File: src/rtl/date_pkg.sv
// Shared types, constants and BCD helpers for the calendar date counter.
// The DATE_LEAP_YEAR_EN build option is consumed by date_counter, not here.
package date_pkg;

  typedef logic [3:0] bcd_t;

  // Date digits packed most significant first: DD MM YY, one BCD digit each.
  typedef struct packed {
    bcd_t d1;
    bcd_t d0;
    bcd_t m1;
    bcd_t m0;
    bcd_t y1;
    bcd_t y0;
  } date_t;

  localparam bcd_t BCD_MAX = 4'd9;

  localparam logic [7:0] MONTH_JAN = 8'h01;
  localparam logic [7:0] MONTH_FEB = 8'h02;
  localparam logic [7:0] MONTH_APR = 8'h04;
  localparam logic [7:0] MONTH_JUN = 8'h06;
  localparam logic [7:0] MONTH_SEP = 8'h09;
  localparam logic [7:0] MONTH_NOV = 8'h11;
  localparam logic [7:0] MONTH_DEC = 8'h12;

  localparam logic [7:0] DAY_FIRST  = 8'h01;
  localparam logic [7:0] YEAR_LAST  = 8'h99;
  localparam logic [7:0] YEAR_FIRST = 8'h00;

  localparam bcd_t RST_DAY1   = 4'd0;
  localparam bcd_t RST_DAY0   = 4'd1;
  localparam bcd_t RST_MONTH1 = 4'd0;
  localparam bcd_t RST_MONTH0 = 4'd1;

  function automatic logic is_bcd(input bcd_t digit);
    return digit <= BCD_MAX;
  endfunction

  // Divisible-by-4 test on a two-digit BCD year; 00 counts as leap.
  function automatic logic is_leap(input bcd_t y1, input bcd_t y0);
    logic ones_even_set;
    logic ones_odd_set;
    ones_even_set = (y0 == 4'd0) || (y0 == 4'd4) || (y0 == 4'd8);
    ones_odd_set  = (y0 == 4'd2) || (y0 == 4'd6);
    return y1[0] ? ones_odd_set : ones_even_set;
  endfunction

  // Two-digit BCD increment; ones 9 carries into tens, 99 wraps to 00.
  function automatic logic [7:0] bcd_inc2(input logic [7:0] val);
    logic [7:0] res;
    if (val == YEAR_LAST) begin
      res = YEAR_FIRST;
    end else if (val[3:0] == BCD_MAX) begin
      res = {val[7:4] + 4'd1, 4'd0};
    end else begin
      res = {val[7:4], val[3:0] + 4'd1};
    end
    return res;
  endfunction

endpackage

File: src/rtl/month_last_day.sv
// Combinational last-day-of-month lookup, returning the day as two BCD digits.
// Out-of-range month codes fall to 31; callers validate the month separately.
module month_last_day
  import date_pkg::*;
(
  input  bcd_t month1_i,
  input  bcd_t month0_i,
  input  logic leap_i,
  output bcd_t ld1_o,
  output bcd_t ld0_o
);

  logic [7:0] ld;

  // NOTE: every path assigns ld (default first), so no latch is inferred.
  always_comb begin
    ld = 8'h31;
    case ({month1_i, month0_i})
      MONTH_FEB: ld = leap_i ? 8'h29 : 8'h28;
      MONTH_APR,
      MONTH_JUN,
      MONTH_SEP,
      MONTH_NOV: ld = 8'h30;
      default:   ld = 8'h31;
    endcase
  end

  assign ld1_o = ld[7:4];
  assign ld0_o = ld[3:0];

endmodule

File: src/rtl/date_counter.sv
// Registered BCD calendar (DD/MM/YY) advanced by day_inc, loadable via set_en.
// Build option: define DATE_LEAP_YEAR_EN to give February 29 days in leap years.
module date_counter
  import date_pkg::*;
#(
  parameter bcd_t INIT_YEAR1 = 4'd0,
  parameter bcd_t INIT_YEAR0 = 4'd0
) (
  input  logic       clk,
  input  logic       rst_n,
  input  logic       day_inc,
  input  logic       set_en,
  input  logic [3:0] set_day1,
  input  logic [3:0] set_day0,
  input  logic [3:0] set_month1,
  input  logic [3:0] set_month0,
  input  logic [3:0] set_year1,
  input  logic [3:0] set_year0,
  output logic [3:0] day1,
  output logic [3:0] day0,
  output logic [3:0] month1,
  output logic [3:0] month0,
  output logic [3:0] year1,
  output logic [3:0] year0,
  output logic       year_carry,
  output logic       set_err
);

  localparam date_t RST_DATE = '{
    d1: RST_DAY1,   d0: RST_DAY0,
    m1: RST_MONTH1, m0: RST_MONTH0,
    y1: INIT_YEAR1, y0: INIT_YEAR0
  };

  date_t date_q, date_d;
  logic  year_carry_q, year_carry_d;
  logic  set_err_q, set_err_d;

  date_t set_date;
  logic  cur_leap, set_leap;
  bcd_t  cur_ld1, cur_ld0;
  bcd_t  set_ld1, set_ld0;
  logic  at_last_day;
  logic  digits_ok, month_ok, day_ok, set_valid;

  assign set_date = '{
    d1: set_day1,   d0: set_day0,
    m1: set_month1, m0: set_month0,
    y1: set_year1,  y0: set_year0
  };

`ifdef DATE_LEAP_YEAR_EN
  assign cur_leap = is_leap(date_q.y1, date_q.y0);
  assign set_leap = is_leap(set_year1, set_year0);
`else
  assign cur_leap = 1'b0;
  assign set_leap = 1'b0;
`endif

  month_last_day u_cur_ld (
    .month1_i (date_q.m1),
    .month0_i (date_q.m0),
    .leap_i   (cur_leap),
    .ld1_o    (cur_ld1),
    .ld0_o    (cur_ld0)
  );

  month_last_day u_set_ld (
    .month1_i (set_month1),
    .month0_i (set_month0),
    .leap_i   (set_leap),
    .ld1_o    (set_ld1),
    .ld0_o    (set_ld0)
  );

  assign at_last_day = ({date_q.d1, date_q.d0} == {cur_ld1, cur_ld0});

  // Range compares on packed BCD pairs are only meaningful once all digits are <= 9.
  assign digits_ok = is_bcd(set_day1)   && is_bcd(set_day0)   &&
                     is_bcd(set_month1) && is_bcd(set_month0) &&
                     is_bcd(set_year1)  && is_bcd(set_year0);
  assign month_ok  = ({set_month1, set_month0} >= MONTH_JAN) &&
                     ({set_month1, set_month0} <= MONTH_DEC);
  assign day_ok    = ({set_day1, set_day0} >= DAY_FIRST) &&
                     ({set_day1, set_day0} <= {set_ld1, set_ld0});
  assign set_valid = digits_ok && month_ok && day_ok;

  always_comb begin
    date_d       = date_q;
    year_carry_d = 1'b0;
    set_err_d    = 1'b0;
    if (set_en) begin
      // A load always consumes the cycle; a coincident day_inc is dropped.
      if (set_valid) begin
        date_d = set_date;
      end else begin
        set_err_d = 1'b1;
      end
    end else if (day_inc) begin
      if (!at_last_day) begin
        {date_d.d1, date_d.d0} = bcd_inc2({date_q.d1, date_q.d0});
      end else begin
        date_d.d1 = RST_DAY1;
        date_d.d0 = RST_DAY0;
        if ({date_q.m1, date_q.m0} != MONTH_DEC) begin
          {date_d.m1, date_d.m0} = bcd_inc2({date_q.m1, date_q.m0});
        end else begin
          date_d.m1 = RST_MONTH1;
          date_d.m0 = RST_MONTH0;
          {date_d.y1, date_d.y0} = bcd_inc2({date_q.y1, date_q.y0});
          year_carry_d = ({date_q.y1, date_q.y0} == YEAR_LAST);
        end
      end
    end
  end

  // NOTE: state registers use non-blocking assignments so every flop samples pre-edge values.
  always_ff @(posedge clk) begin
    if (!rst_n) begin
      date_q       <= RST_DATE;
      year_carry_q <= 1'b0;
      set_err_q    <= 1'b0;
    end else begin
      date_q       <= date_d;
      year_carry_q <= year_carry_d;
      set_err_q    <= set_err_d;
    end
  end

  assign day1       = date_q.d1;
  assign day0       = date_q.d0;
  assign month1     = date_q.m1;
  assign month0     = date_q.m0;
  assign year1      = date_q.y1;
  assign year0      = date_q.y0;
  assign year_carry = year_carry_q;
  assign set_err    = set_err_q;

endmodule

File: config.mk
export PLATFORM = sky130hd
export DESIGN_NAME = date_counter
export DESIGN_NICKNAME = d
export VERILOG_FILES = /design/src/rtl/date_pkg.sv /design/src/rtl/month_last_day.sv /design/src/rtl/date_counter.sv
export SDC_FILE = /design/constraint.sdc
export NUM_CORES = 1
export LEC_CHECK = 0
export CORE_MARGIN = 3
export CORE_UTILIZATION = 25
export CTS_BUF_LIST = sky130_fd_sc_hd__clkbuf_8 sky130_fd_sc_hd__clkbuf_16
export DETAILED_ROUTE_END_ITERATION = 8
export GPL_TIMING_DRIVEN = 0
export SLEW_MARGIN = 15
export SYNTH_ARGS = -nofsm -noshare
export SYNTH_HDL_FRONTEND = slang
export SYNTH_SLANG_ARGS = --single-unit
File: constraint.sdc
create_clock -name clk -period 8.1 [get_ports clk]
set_input_delay 1.215 -clock clk [delete_from_list [all_inputs] [get_ports clk]]
set_output_delay 1.215 -clock clk [all_outputs]
set_load 0.1 [all_outputs]
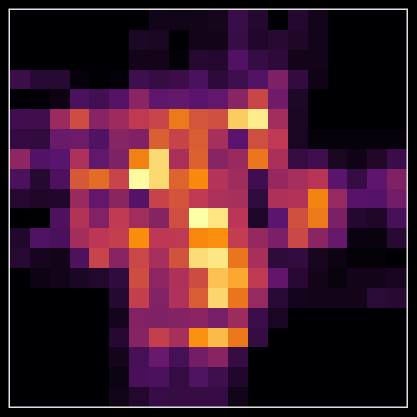
**Above:** run 1 (wiring heat map).
Drawn at 4 px/um. The die is cut into 20 by 20 equal tiles; black is low, pale yellow is high, scaled to the fullest tile. Values are wire area over tile area, all layers added.
16% of the tiles are over half the peak. The densest ninth of the die: middle. The mean over all tiles is 0.12.

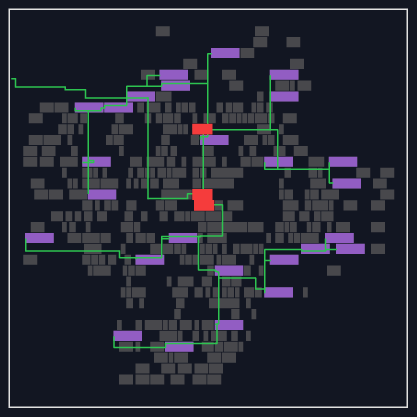
**Above:** run 1 (clock distribution).
Drawn at 4 px/um.
Red is clock drivers, count 3. Purple is flip-flops, count 26. Green is clock wires, length 447 um.
There are 4 routed clock nets.

==> out/results.ini, run 1 <==
[outcome]
outcome = finished, final reports clean

[worst_setup_path]
critical_path_class = in -> reg
r2r_cells = 7
worstPathRequired_ps = 8280
startpoint = set_month0[3]
start_kind = primary input
setup.worst_path.end = day1[2]
worstPathArrival_ps = 4120
path_max_fanout = 8
r2r_slack_ps = 5620

[detailed_routing]
drtIter0Drc = 219
vias_per_cell = 5.527
drtPass1Iterations = 5
wl_met2_um = 3295
top_layer_used = met4
drt-met1-wl_um = 3213
wl_per_cell_um = 16.20
met3_length_um = 503
remaining_drc_errors = 0
ant_nets = 0

[clock_network]
cts_htree_levels = 1
holdBufCountCts = 0
post_cts_buffers = 0
cts_tree = done
cts-root-buf = clkbuf_8
cts_buffers = 3
clkTransAtPathRegs_ps = 110

[pwr]
sequentialPowerShare_pct = 45.0
ir_drop_uv = 70.06
cellLeakagePower_nw = 0.9661
p_comb_uw = 71.6
p_comb_share_pct = 24.3
pg_clk_uw = 90.6
top_power_group = sequential cells
seq-power_uw = 133
switchingPower_uw = 95.08
p_int_uw = 199.7
powerDensity_nw_per_um2 = 102.5
switching_share_pct = 32.25

[synth]
synth-edff-count = 0
top_area_share_pct = 23.99
top_cell = nand2_1
ys_area_sq_um = 2170
yosysWarnings = 0
async_reset_ff_share_pct = 0
adder_share_pct = 5.767
syn_area_sq_um = 2170
syn_avg_cell_area_sq_um = 7.832
ys_seq_share_pct = 23.99
yosys-top-cells-area = dfxtp_1 24%, o21ai_0 6.7%, ha_1 5.8%, nand2_1 5.2%, nor2_1 4.0%
synth_top_cell_by_area = dfxtp_1
synthAoiAreaFrac_pct = 34.95
ys_sh_simple_pct = 25.26
fp_nets = 315
synthTopLogicFamily = AND-OR/OR-AND gates
synth-seq-cells = 26
ff_type = dfxtp_1

[placement]
dp_slack_ps = 3871
place_congestion = 0.8547
portBuffers = 52
dpl_cell_area_sq_um = 2821

[floorplanning]
die-area_sq_um = 9832
fp.dieW_um = 99.16
initCoreUtil_pct = 26.01
die_height_um = 99.16

[global_routing]
grt.total_usage_pct = 14.05
antenna_found_initial = 0
top_usage_layer = met2
grt_max_degree = 15
grt_pass1_wl_um = 11360
grt-ovfl-total = 0
grtUsageMet2_pct = 22.83

[final_layout]
nets = 372
finalNonFillerCells = 438
drive_above_1_share_pct = 9.009
fillCellCount = 889
lay_top_count = clkdlybuf4s50_1
area_growth_pct = 32.58
mostFrequentLayoutCells = 52 x clkdlybuf4s50_1, 30 x nand2_1, 29 x o21ai_0, 26 x dfxtp_1, 23 x nor2_1
utilization_pct = 34.49

[final_timing]
setup_violations = 0
rsz0062_at_grt = no
period_needed_ps = 3940
setup_slack_ps = 4160
fin_worst_skew_ps = 9.281
timing.hold.ws_ps = 518.4
worstMarginPinSlew_ps = 980.6
fin_setup_tns_ps = 0
finalMaxSlewViolations = 0
max_freq_ghz = 0.2538
max_slew_margin_pct = 34.42

[worst_hold_path]
whs_path_depth = 2
min_to = day1[1]
hold_path.class = reg -> reg

[flow_run]
warnings = 30
cap_violations = 0

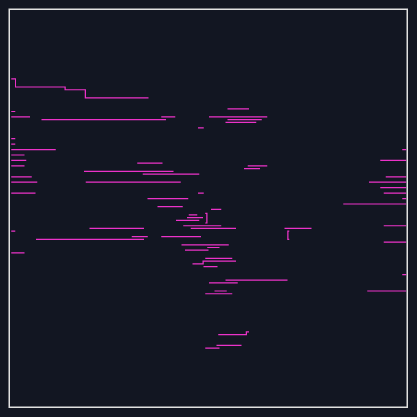
**Above:** run 1 (M3 wires).
Drawn at 4 px/um.
59 nets have wire on it. The layer carries 503 um of wire.
drt total wl: 7094 um
GRT met3 Usage: 2.034%
vias: 2421

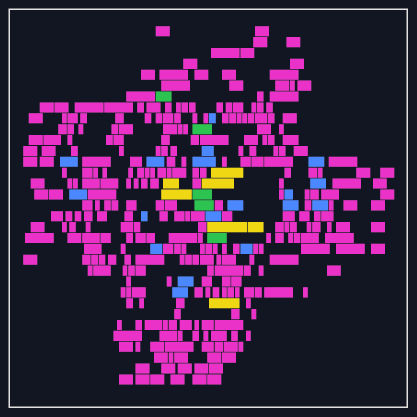
**Above:** run 1 (cell sizes after repair).
Drawn at 4 px/um.
Blue is _2 cells, cells 18, share 5.4%, most used o221a_2. Yellow is _3 and _4 cells, cells 7, share 2.1%, most used o32a_4. Magenta is _0 and _1 cells, cells 303, share 91%, most used clkdlybuf4s50_1. Green is _6 and larger, cells 5, share 1.5%, most used clkbuf_8.

## run 1: cell type report
type                       instances  area, sq um  area share [%]
multi-input combinational        222         1530           53.20
sequential                        26        520.5           18.09
timing repair buffer              52        520.5           18.09
tap                              105        131.4           4.567
inverter                          16        60.06           2.088
buffer                            13        58.81           2.044
clock buffer                       4        55.05           1.914
## run 1: critical path: stages
cell and delay [ps]:
clkdlybuf4s50_1 550, or3_1 430, o21ai_0 160, nand2_1 70
ha_1 280, and3_1 140, o21ai_0 130, a31o_2 370
o21ai_2 260, o31ai_4 150, a311o_1 370
## run 1: registers in the layout (all words and copies together) (netlist names)
signal / cells
day0: 4
day1: 4
month0: 4
month1: 4
set_err: 1
year0: 4
year1: 4
year_carry: 1
==> inputs of run 2 (changes only) <==
==> constraint.sdc (replaced) <==
create_clock -name clk -period 3.8 [get_ports clk]
set_input_delay 0.57 -clock clk [delete_from_list [all_inputs] [get_ports clk]]
set_output_delay 0.57 -clock clk [all_outputs]
set_load 0.1 [all_outputs]
==> out/results.ini, run 2 <==
[floorplanning]
fp.dieW_um = 99.16
initCoreUtil_pct = 26.01

[pwr]
ir_drop_uv = 149.3
switchingPower_uw = 202.7
p_comb_share_pct = 24.3
powerDensity_nw_per_um2 = 218.5
p_int_uw = 425.7
sequentialPowerShare_pct = 45.0

[synth]
fp_nets = 315
top_area_share_pct = 23.99
adder_share_pct = 5.767
yosysWarnings = 0
synth-seq-cells = 26
synthAoiAreaFrac_pct = 34.95
ys_seq_share_pct = 23.99
synth_top_cell_by_area = dfxtp_1
ys_area_sq_um = 2170
syn_area_sq_um = 2170
async_reset_ff_share_pct = 0
ff_type = dfxtp_1

[placement]
dp_slack_ps = 216.0
portBuffers = 52
place_congestion = 0.8547

[final_layout]
sh_comb_area_pct = 53.20
utilization_pct = 34.49
ff_count = 26
top_area_cell_class = multi-input combinational cells
nNonClkBuffers = 65
n_all_inverters = 16
lay_top_count = clkdlybuf4s50_1
finalNonFillerCells = 438
clk_share_pct = 1.914
mostFrequentLayoutCells = 52 x clkdlybuf4s50_1, 30 x nand2_1, 29 x o21ai_0, 26 x dfxtp_1, 23 x nor2_1
nets = 372
buf_share_pct = 20.14
fillCellCount = 889
area_growth_pct = 32.58

[clock_network]
post_cts_buffers = 0
clkTransAtPathRegs_ps = 110

[final_timing]
timing.hold.ws_ps = 518.4
setup_slack_ps = 504.8
finalMaxSlewViolations = 0
fin_setup_tns_ps = 0
max_slew_margin_pct = 34.42

[worst_hold_path]
whs_path_depth = 2
min_to = day1[1]
hold_path.class = reg -> reg

[global_routing]
grt_pass1_wl_um = 11360
top_usage_layer = met2
grt-ovfl-total = 0
grt.total_usage_pct = 14.05

[detailed_routing]
drtPass1Iterations = 5
wl_per_cell_um = 16.20
num_vias = 2421
remaining_drc_errors = 0
drtIter0Drc = 219

[worst_setup_path]
path_max_fanout = 8
setup.worst_path.end = day1[2]
crit_buf_inv = 1
startpoint = set_month0[3]
cp_top_family = AND-OR/OR-AND gates
path_depth = 11
crit_top_cell = o21ai_0

[outcome]
outcome = finished, final reports clean

[flow_run]
warnings = 30
cap_violations = 0

-- run 2: cell counts after synthesis --
No cell type changed its count.
-- run 2: layer usage --
| layer | part of all wire [%] | routed length (um) | up-vias |
|---|---|---|---|
| met5 | 0 | 0 | - |
| met4 | 1.2 | 82 | 0 |
| met3 | 7.1 | 503 | 6 |
| met2 | 46 | 3295 | 111 |
| met1 | 45 | 3213 | 1143 |
| li1 | - | - | 1161 |
-- run 2: power by group through the flow --
stage	registers, mW	logic (mW)	clock network [mW]
6_report	0.283	0.153	0.193
5_1_grt	0.284	0.165	0.205
4_1_cts	0.283	0.152	0.195
3_5_place_dp	0.289	0.151	0
3_3_place_gp	0.289	0.150	0
2_1_floorplan	0.317	0.0589	0
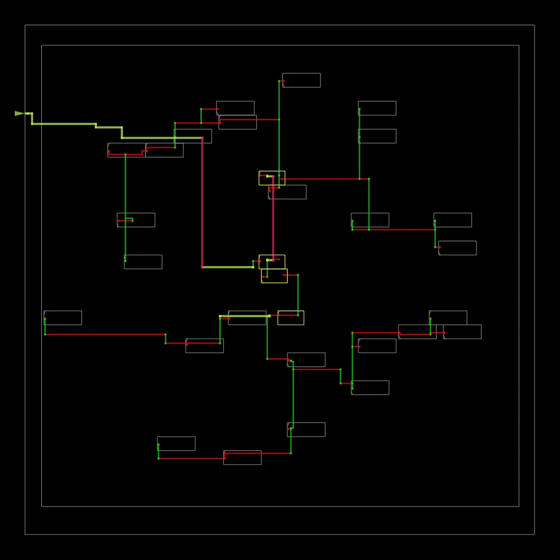
**Above:** run 2 (the clock network).
skew final: 9.281 ps
worst skew pair latency: 280 ps
CTS sink cnt: 26
CTS Buf Count: 3
clock buffers: 4

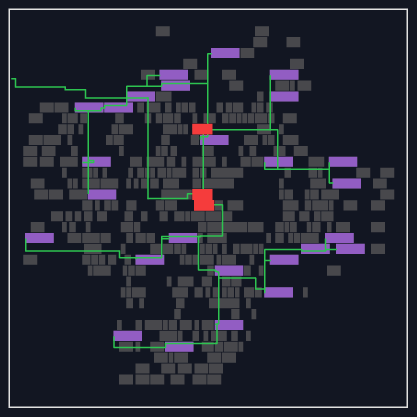
**Above:** run 2 (clock distribution).
Drawn at 4 px/um.
Purple is flip-flops, count 26. Red is clock drivers, count 3. Green is clock wires, length 447 um.
There are 4 routed clock nets.

==> inputs of run 3 (changes only) <==
--- a/config.mk
+++ b/config.mk
@@ -5,6 +5,7 @@
 export SDC_FILE = /design/constraint.sdc
 export NUM_CORES = 1
 export LEC_CHECK = 0
+export ABC_CLOCK_PERIOD_IN_PS = 3800
 export CORE_MARGIN = 3
 export CORE_UTILIZATION = 25
 export CTS_BUF_LIST = sky130_fd_sc_hd__clkbuf_8 sky130_fd_sc_hd__clkbuf_16
==> constraint.sdc (replaced) <==
create_clock -name clk -period 3.8 [get_ports clk]
set_input_delay 0.38 -clock clk [delete_from_list [all_inputs] [get_ports clk]]
set_output_delay 0.38 -clock clk [all_outputs]
set_load 0.1 [all_outputs]
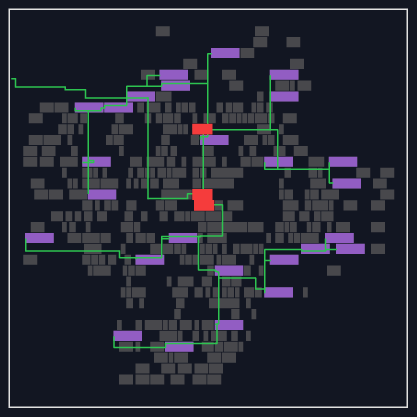
**Above:** run 3 (clock distribution).
Drawn at 4 px/um.
Green is clock wires, length 447 um. Purple is flip-flops, count 26. Red is clock drivers, count 3.
There are 4 routed clock nets.
clock share of power: 30.7%
Power Clock: 193 uW

==> out/results.ini, run 3 <==
[final_layout]
regArea_sq_um = 520.5
layout.area.comb_sq_um = 1530
n_all_inverters = 16
mostFrequentLayoutCells = 52 x clkdlybuf4s50_1, 30 x nand2_1, 29 x o21ai_0, 26 x dfxtp_1, 23 x nor2_1
utilization_pct = 34.49
sh_comb_area_pct = 53.20
ff_count = 26
lay_top_count = clkdlybuf4s50_1
seq_area_share_pct = 18.09
clock_buffers = 4
buf_share_pct = 20.14
finalNonFillerCells = 438
drive_above_1_share_pct = 9.009
fillCellCount = 889
clk_share_pct = 1.914

[synth]
synth-seq-cells = 26
synth-edff-count = 0
fp_nets = 315
top_area_share_pct = 23.99
ys_seq_share_pct = 23.99
ff_type = dfxtp_1
synth_top_cell_by_area = dfxtp_1
yosys-top-cells-area = dfxtp_1 24%, o21ai_0 6.7%, ha_1 5.8%, nand2_1 5.2%, nor2_1 4.0%
yosysWarnings = 0

[clock_network]
cts_htree_levels = 1
clk_latency_ps = 280
holdBufCountCts = 0
cts-root-buf = clkbuf_8
clkTransAtPathRegs_ps = 110
cts_buffers = 3

[detailed_routing]
drtIter0Drc = 219
wl_met2_um = 3295
drt-met1-wl_um = 3213
met3_length_um = 503
vias_per_cell = 5.527
remaining_drc_errors = 0
top_layer_used = met4
drtPass1Iterations = 5
wl_per_cell_um = 16.20

[pwr]
cellLeakagePower_nw = 0.9661
sequentialPowerShare_pct = 45.0
p_comb_share_pct = 24.3
top_power_group = sequential cells
powerDensity_nw_per_um2 = 218.5
p_int_uw = 425.7
switchingPower_uw = 202.7
ir_drop_uv = 149.3

[worst_setup_path]
path_max_fanout = 8
path_cells = clkdlybuf4s50_1, or3_1, o21ai_0, nand2_1, ha_1, and3_1, o21ai_0, a31o_2, o21ai_2, o31ai_4, a311o_1
start_kind = primary input
crit_slowest_cell = clkdlybuf4s50_1
r2r_cells = 7
crit_top_cell = o21ai_0
r2r_slack_ps = 1320
slowest_delay_ps = 550
critical_path_class = in -> reg
worstPathRequired_ps = 3980

[global_routing]
antenna_found_initial = 0
grt_pass1_wl_um = 11360
top_usage_layer = met2
use_met3_pct = 2.034

[flow_run]
warnings = 30
cap_violations = 0

[final_timing]
fin_setup_tns_ps = 0
rsz0062_at_grt = no
period_needed_ps = 3105
max_slew_margin_pct = 34.42

[worst_hold_path]
hold_path.class = reg -> reg
min_to = day1[1]
whs_path_depth = 2

[outcome]
outcome = finished, final reports clean

[placement]
portBuffers = 52

[floorplanning]
die_height_um = 99.16
die-area_sq_um = 9832

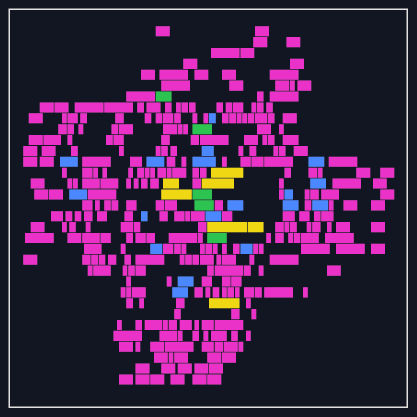
**Above:** run 3 (cell sizes after repair).
Drawn at 4 px/um.
Magenta is _0 and _1 cells, cells 303, share 91%, most used clkdlybuf4s50_1. Yellow is _3 and _4 cells, cells 7, share 2.1%, most used o32a_4. Blue is _2 cells, cells 18, share 5.4%, most used o221a_2. Green is _6 and larger, cells 5, share 1.5%, most used clkbuf_8.
fin area: 2877 sq um
Buffers excl. clock: 65
slack of the critical path: 694.8 ps
Layout area overhead: 32.58%

## run 3: cell counts after synthesis
No cell type changed its count.
## run 3: logic make-up after synthesis
kind of cell,synth area share [%]
multiplexers,3.749
flip-flops,23.99
adder cells (fa/ha/maj),5.767
buffers and inverters,5.478
AND/OR/NAND/NOR,25.26
AND-OR/OR-AND,34.95
XOR/XNOR,0.8075
## run 3: how the worst max path moves through the flow
stage / from / to / slack (ps) / cells past startpoint
final: set_month0[3] / day1[2] / 690 / 11
after global routing: set_month0[0] / month1[3] / 560 / 11
after CTS: set_month0[3] / day1[2] / 700 / 11
after detailed placement: set_month0[3] / day1[2] / 410 / 11
after global placement: set_month0[3] / day1[2] / 440 / 11
after floorplan: month1[0] / month1[3] / 880 / 7
Power figures rest on the tool's default switching activity, not on a simulated workload.
